[src/rtl/piso_serializer_pkg.sv]
// Shared types and helpers for the parallel-in/serial-out transmitter.
package piso_serializer_pkg;

  typedef enum logic {
    ST_IDLE  = 1'b0,
    ST_SHIFT = 1'b1
  } state_e;

  // Bit-counter width; callers guarantee value >= 2 so the result is >= 1.
  function automatic int clog2(input int value);
    int r;
    int v;
    r = 0;
    v = value - 1;
    while (v > 0) begin
      r = r + 1;
      v = v >> 1;
    end
    return r;
  endfunction

endpackage

[src/rtl/piso_serializer_if.sv]
// Load handshake and serial-side signals of the transmitter, plus its FSM state for checkers.
interface piso_serializer_if
  import piso_serializer_pkg::*;
#(
  parameter int WIDTH = 4
);

  // Load handshake: a word transfers on a posedge where load_valid and load_ready
  // are both high. The source holds load_valid and load_data stable until then;
  // load_ready may rise or fall regardless of load_valid.
  logic             load_valid;
  logic             load_ready;
  logic [WIDTH-1:0] load_data;

  logic             serial_out;
  logic             serial_valid;
  logic             busy;
  logic             done;
  state_e           dbg_state;

  modport slave (
    input  load_valid,
    input  load_data,
    output load_ready,
    output serial_out,
    output serial_valid,
    output busy,
    output done,
    output dbg_state
  );

  modport master (
    output load_valid,
    output load_data,
    input  load_ready,
    input  serial_out,
    input  serial_valid,
    input  busy,
    input  done,
    input  dbg_state
  );

endinterface

[src/rtl/piso_serializer.sv]
// Parallel-in, serial-out transmitter: captures a word on the load handshake and shifts it
// out one bit per clock, reloading on the last bit so consecutive words stream gap-free.
module piso_serializer
  import piso_serializer_pkg::*;
#(
  parameter int WIDTH     = 4,
  parameter bit MSB_FIRST = 1'b1
) (
  input logic              clk,
  input logic              rst,
  piso_serializer_if.slave bus
);

  localparam int             CW       = clog2(WIDTH);
  localparam logic [CW-1:0]  CNT_LAST = CW'(WIDTH - 1);

  state_e           r_state;
  state_e           w_state_nxt;
  logic [WIDTH-1:0] r_shreg;
  logic [WIDTH-1:0] w_shreg_nxt;
  logic [CW-1:0]    r_cnt;
  logic [CW-1:0]    w_cnt_nxt;
  logic             r_done;
  logic             w_done_nxt;

  logic             w_shifting;
  logic             w_last;
  logic             w_ready;
  logic             w_accept;
  logic [WIDTH-1:0] w_shifted;
  logic             w_out_bit;

  // The output end of the register depends on bit order; zeros fill the far end.
  if (MSB_FIRST) begin : g_msb_first
    assign w_shifted = {r_shreg[WIDTH-2:0], 1'b0};
    assign w_out_bit = r_shreg[WIDTH-1];
  end else begin : g_lsb_first
    assign w_shifted = {1'b0, r_shreg[WIDTH-1:1]};
    assign w_out_bit = r_shreg[0];
  end

  assign w_shifting = (r_state == ST_SHIFT);
  assign w_last     = w_shifting && (r_cnt == '0);
  assign w_ready    = !rst && ((r_state == ST_IDLE) || w_last);
  assign w_accept   = bus.load_valid && w_ready;

  always_comb begin
    w_state_nxt = r_state;
    w_shreg_nxt = r_shreg;
    w_cnt_nxt   = r_cnt;
    w_done_nxt  = 1'b0;
    case (r_state)
      ST_IDLE: begin
        w_cnt_nxt = '0;
        if (w_accept) begin
          w_state_nxt = ST_SHIFT;
          w_shreg_nxt = bus.load_data;
          w_cnt_nxt   = CNT_LAST;
        end
      end
      ST_SHIFT: begin
        if (!w_last) begin
          w_shreg_nxt = w_shifted;
          w_cnt_nxt   = r_cnt - 1'b1;
        end else begin
          // Word complete: done follows even when the next word is loaded on this edge.
          w_done_nxt = 1'b1;
          if (w_accept) begin
            w_shreg_nxt = bus.load_data;
            w_cnt_nxt   = CNT_LAST;
          end else begin
            w_state_nxt = ST_IDLE;
            w_shreg_nxt = '0;
            w_cnt_nxt   = '0;
          end
        end
      end
      default: begin
        w_state_nxt = ST_IDLE;
        w_shreg_nxt = '0;
        w_cnt_nxt   = '0;
      end
    endcase
  end

  always_ff @(posedge clk) begin
    if (rst) begin
      r_state <= ST_IDLE;
      r_shreg <= '0;
      r_cnt   <= '0;
      r_done  <= 1'b0;
    end else begin
      r_state <= w_state_nxt;
      r_shreg <= w_shreg_nxt;
      r_cnt   <= w_cnt_nxt;
      r_done  <= w_done_nxt;
    end
  end

  assign bus.load_ready   = w_ready;
  assign bus.serial_valid = w_shifting;
  assign bus.busy         = w_shifting;
  assign bus.serial_out   = w_shifting && w_out_bit;
  assign bus.done         = r_done;
  assign bus.dbg_state    = r_state;

  a_cnt_zero_in_idle: assert property (@(posedge clk) disable iff (rst)
    (r_state == ST_IDLE) |-> (r_cnt == '0));

  a_done_one_cycle: assert property (@(posedge clk) disable iff (rst)
    r_done |=> !r_done);

endmodule

[src/flat_wrapper.sv]
// flat-port wrapper written by rule: the top's interface ports become plain ports
module piso_serializer_flat import piso_serializer_pkg::*;
#(
  parameter int WIDTH     = 4,
  parameter bit MSB_FIRST = 1'b1
)
  (clk, rst, bus_load_valid, bus_load_data, bus_load_ready, bus_serial_out, bus_serial_valid, bus_busy, bus_done, bus_dbg_state);
  piso_serializer_if #(.WIDTH(WIDTH)) bus_i ();
  input logic clk;
  input logic rst;
  input wire logic [$bits(bus_i.load_valid)-1:0] bus_load_valid;
  input wire logic [$bits(bus_i.load_data)-1:0] bus_load_data;
  output wire logic [$bits(bus_i.load_ready)-1:0] bus_load_ready;
  output wire logic [$bits(bus_i.serial_out)-1:0] bus_serial_out;
  output wire logic [$bits(bus_i.serial_valid)-1:0] bus_serial_valid;
  output wire logic [$bits(bus_i.busy)-1:0] bus_busy;
  output wire logic [$bits(bus_i.done)-1:0] bus_done;
  output wire logic [$bits(bus_i.dbg_state)-1:0] bus_dbg_state;
  assign bus_i.load_valid = bus_load_valid;
  assign bus_i.load_data = bus_load_data;
  assign bus_load_ready = bus_i.load_ready;
  assign bus_serial_out = bus_i.serial_out;
  assign bus_serial_valid = bus_i.serial_valid;
  assign bus_busy = bus_i.busy;
  assign bus_done = bus_i.done;
  assign bus_dbg_state = bus_i.dbg_state;
  piso_serializer #(.WIDTH(WIDTH), .MSB_FIRST(MSB_FIRST)) u_core (.clk(clk), .rst(rst), .bus(bus_i));
endmodule
[config.mk]
export PLATFORM = sky130hd
export DESIGN_NAME = piso_serializer_flat
export DESIGN_NICKNAME = d
export VERILOG_FILES = /design/src/rtl/piso_serializer_pkg.sv /design/src/rtl/piso_serializer_if.sv /design/src/rtl/piso_serializer.sv /design/src/flat_wrapper.sv
export SDC_FILE = /design/constraint.sdc
export NUM_CORES = 1
export LEC_CHECK = 0
export CORE_AREA = 4 4 41 43
export DETAILED_ROUTE_END_ITERATION = 10
export DIE_AREA = 0 0 45 47
export GPL_ROUTABILITY_DRIVEN = 0
export PLACE_DENSITY = 0.66
export SLEW_MARGIN = 40
export SYNTH_ARGS = -nofsm -noshare
export SYNTH_HDL_FRONTEND = slang
export SYNTH_SLANG_ARGS = --single-unit
[constraint.sdc]
create_clock -name clk -period 1.4 [get_ports clk]
set_input_delay 0.28 -clock clk [delete_from_list [all_inputs] [get_ports clk]]
set_output_delay 0.28 -clock clk [all_outputs]
set_load 0.01 [all_outputs]
Figure 1. Sequential cells grouped by signal name.
Other sequential cells in the stronger gray, the rest of the logic in the fainter gray.
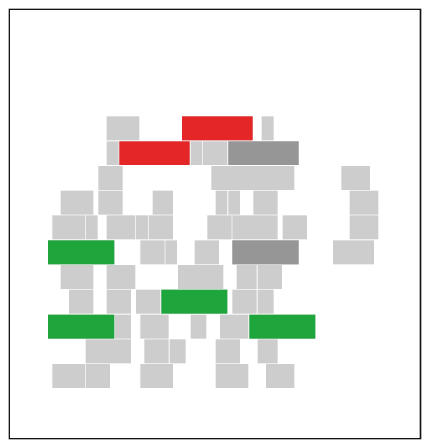
legend:
  green:
    signal: u_core.r_shreg
    sequential_cells: 4
  red:
    signal: u_core.r_cnt
    sequential_cells: 2
not colored: 2

Figure 2. Clock distribution.
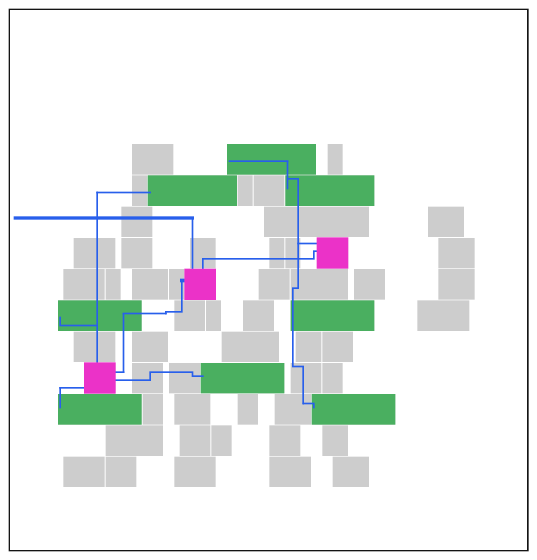
legend:
  blue:
    item: clock wires
    length: 125 µm
  magenta:
    item: clock drivers
    count: 3
  green:
    item: flip-flops
    count: 8
routed clock nets: 4

==> CHANGELOG.md <==
## Flow update

* Arrival time worst endpoint at 1.06 ns
* WHS at between 0.5 and 0.6 ns
* Antenna violations before repair at 0
* Place WS at -0.264 ns
* Slew Viols, Final at 0
* Final ANT Viol Nets at 0
* Status: finished, final reports clean
* Top sig layer: met3
* RSZ-0062 raised after global routing: false
* Distinct cells, synth at 17
* Setup_tns at 0 ns
* Vias in the first global route at 357
* Power per cell area at ~950 nW/µm²
* Main power group: registers
* Final core occ at 0.460
* CTS Buf Count at 3
* Cell-internal power at 0.421 mW
* Post-route minimum period at 1.34 ns
* DP Cell Count at 72
* Met1 Wirelength at between 400 and 500 µm
* DRC viols at 0
* I/O Buffers at 12
* Async SR Flop Fraction at 0
* F_max at 745 MHz
* GRT Residual Overflow at 0
* Sequential power at between 0.2 and 0.3 mW
* Met1 Resource Use GR at 0.110
* Synth Instances at 43
* Core Area at between 1000 and 1500 µm²
* Clock transition at the registers of the reported paths at approximately 0.050 ns
* Clk_lat worst skew at 0.25 ns
* Cell count listed in synth_stat.txt at 43
* CP endpoint kind: output pin
* Combinational group power at 0.135 mW
* Root Buffer: clkbuf_4
* Synthesis-to-finish area growth at 46.2%
* # hold bufs at CTS at 0
Figure 3. Wire density map.
Scale bar: 10 µm. The die is cut into 9 by 9 equal tiles; dark purple is low, yellow is high, scaled to the fullest tile. Values are wire area over tile area, all layers added.
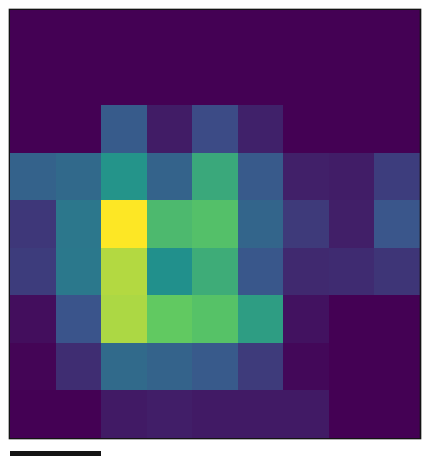
tiles over half the peak: 14%
emptiest ninth of the die: north-east
mean over tiles: 0.065
fullest tile: 0.34
nearly empty tiles: 40%

Figure 4. Sizing map.
Scale bar: 10 µm.
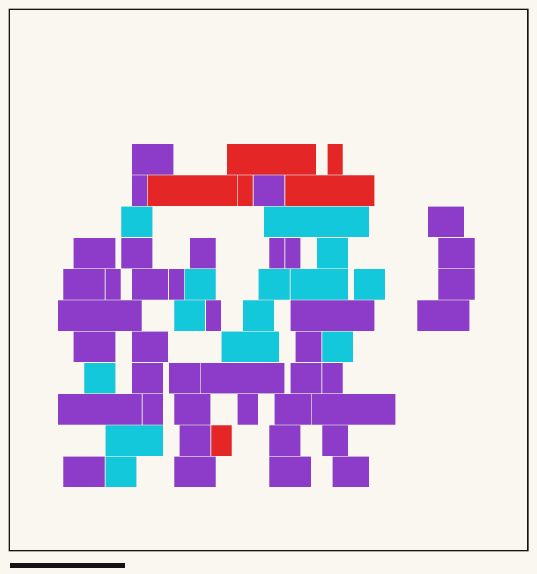
legend:
  red:
    size: _2 cells
    cells: 6
  cyan:
    size: _3 and _4 cells
    cells: 14
  purple:
    size: _0 and _1 cells
    cells: 40

[kinds of logic (layout without fill, tap and decap cells)]
kind of cell	count (synthesis)	after routing	share of synthesized area
and+or+nand+nor	15	15	0.226
AOI/OAI and AO/OA	11	11	0.214
DFF	8	8	0.391
buffers and inverters	7	24	0.113
adders and majority gates	1	1	0.0306
muxes	1	1	0.0245
[worst max-delay path, stage by stage, from the launching register on]
cell,delay (ns)
dfxtp_2,0.32
inv_2,0.04
ha_4,0.16
nor2b_4,0.11
nor2_1,0.05
buf_2,0.13
[final cells by class]
type	instances	area, µm²	area share
Sequential cell	8	164	0.274
Tap cell	15	18.8	0.0314
Clock buffer	3	22.5	0.0377
Timing Repair Buffer	19	165	0.276
Inverter	2	7.51	0.0126
Multi-Input combinational cell	28	220	0.368
[registers in the layout, summed over array words and instances, names as in the netlist]
| signal | count |
|---|---|
| u_core.bus.busy | 1 |
| u_core.bus.done | 1 |
| u_core.r_shreg | 4 |
| u_core.r_cnt | 2 |
[layout by cell type, fill, tap and decap left out, types with 3 or more instances in the layout]
cell type	n
dfxtp_2	3
nor2_1	6
dlygate4sd2_1	4
dfxtp_1	5
nor3_1	3
clkdlybuf4s50_1	6
clkbuf_4	3
a211oi_1	4
o21bai_1	3
a32oi_1	4
buf_4	7
[worst paths after layout]
kind	depth (start not counted)	start	to	slack, ns
worst max-delay path	5	u_core.r_cnt[0]	bus_load_ready	0.06
worst min-delay path	2	u_core.r_shreg[0]	u_core.r_shreg[0]	0.50
worst max register to register	6	u_core.r_cnt[0]	u_core.r_shreg[1]	0.20
worst min register to register	2	u_core.r_shreg[0]	u_core.r_shreg[0]	0.50
[timing repair]
| action | CTS | global route |
|---|---|---|
| pin swaps | 1 | 2 |
| gates cloned | 0 | 0 |
| resized | 10 | 7 |
| endpoints found under the setup margin | 5 | 2 |
No activity file was given, so power comes from the tool's default toggle rates.
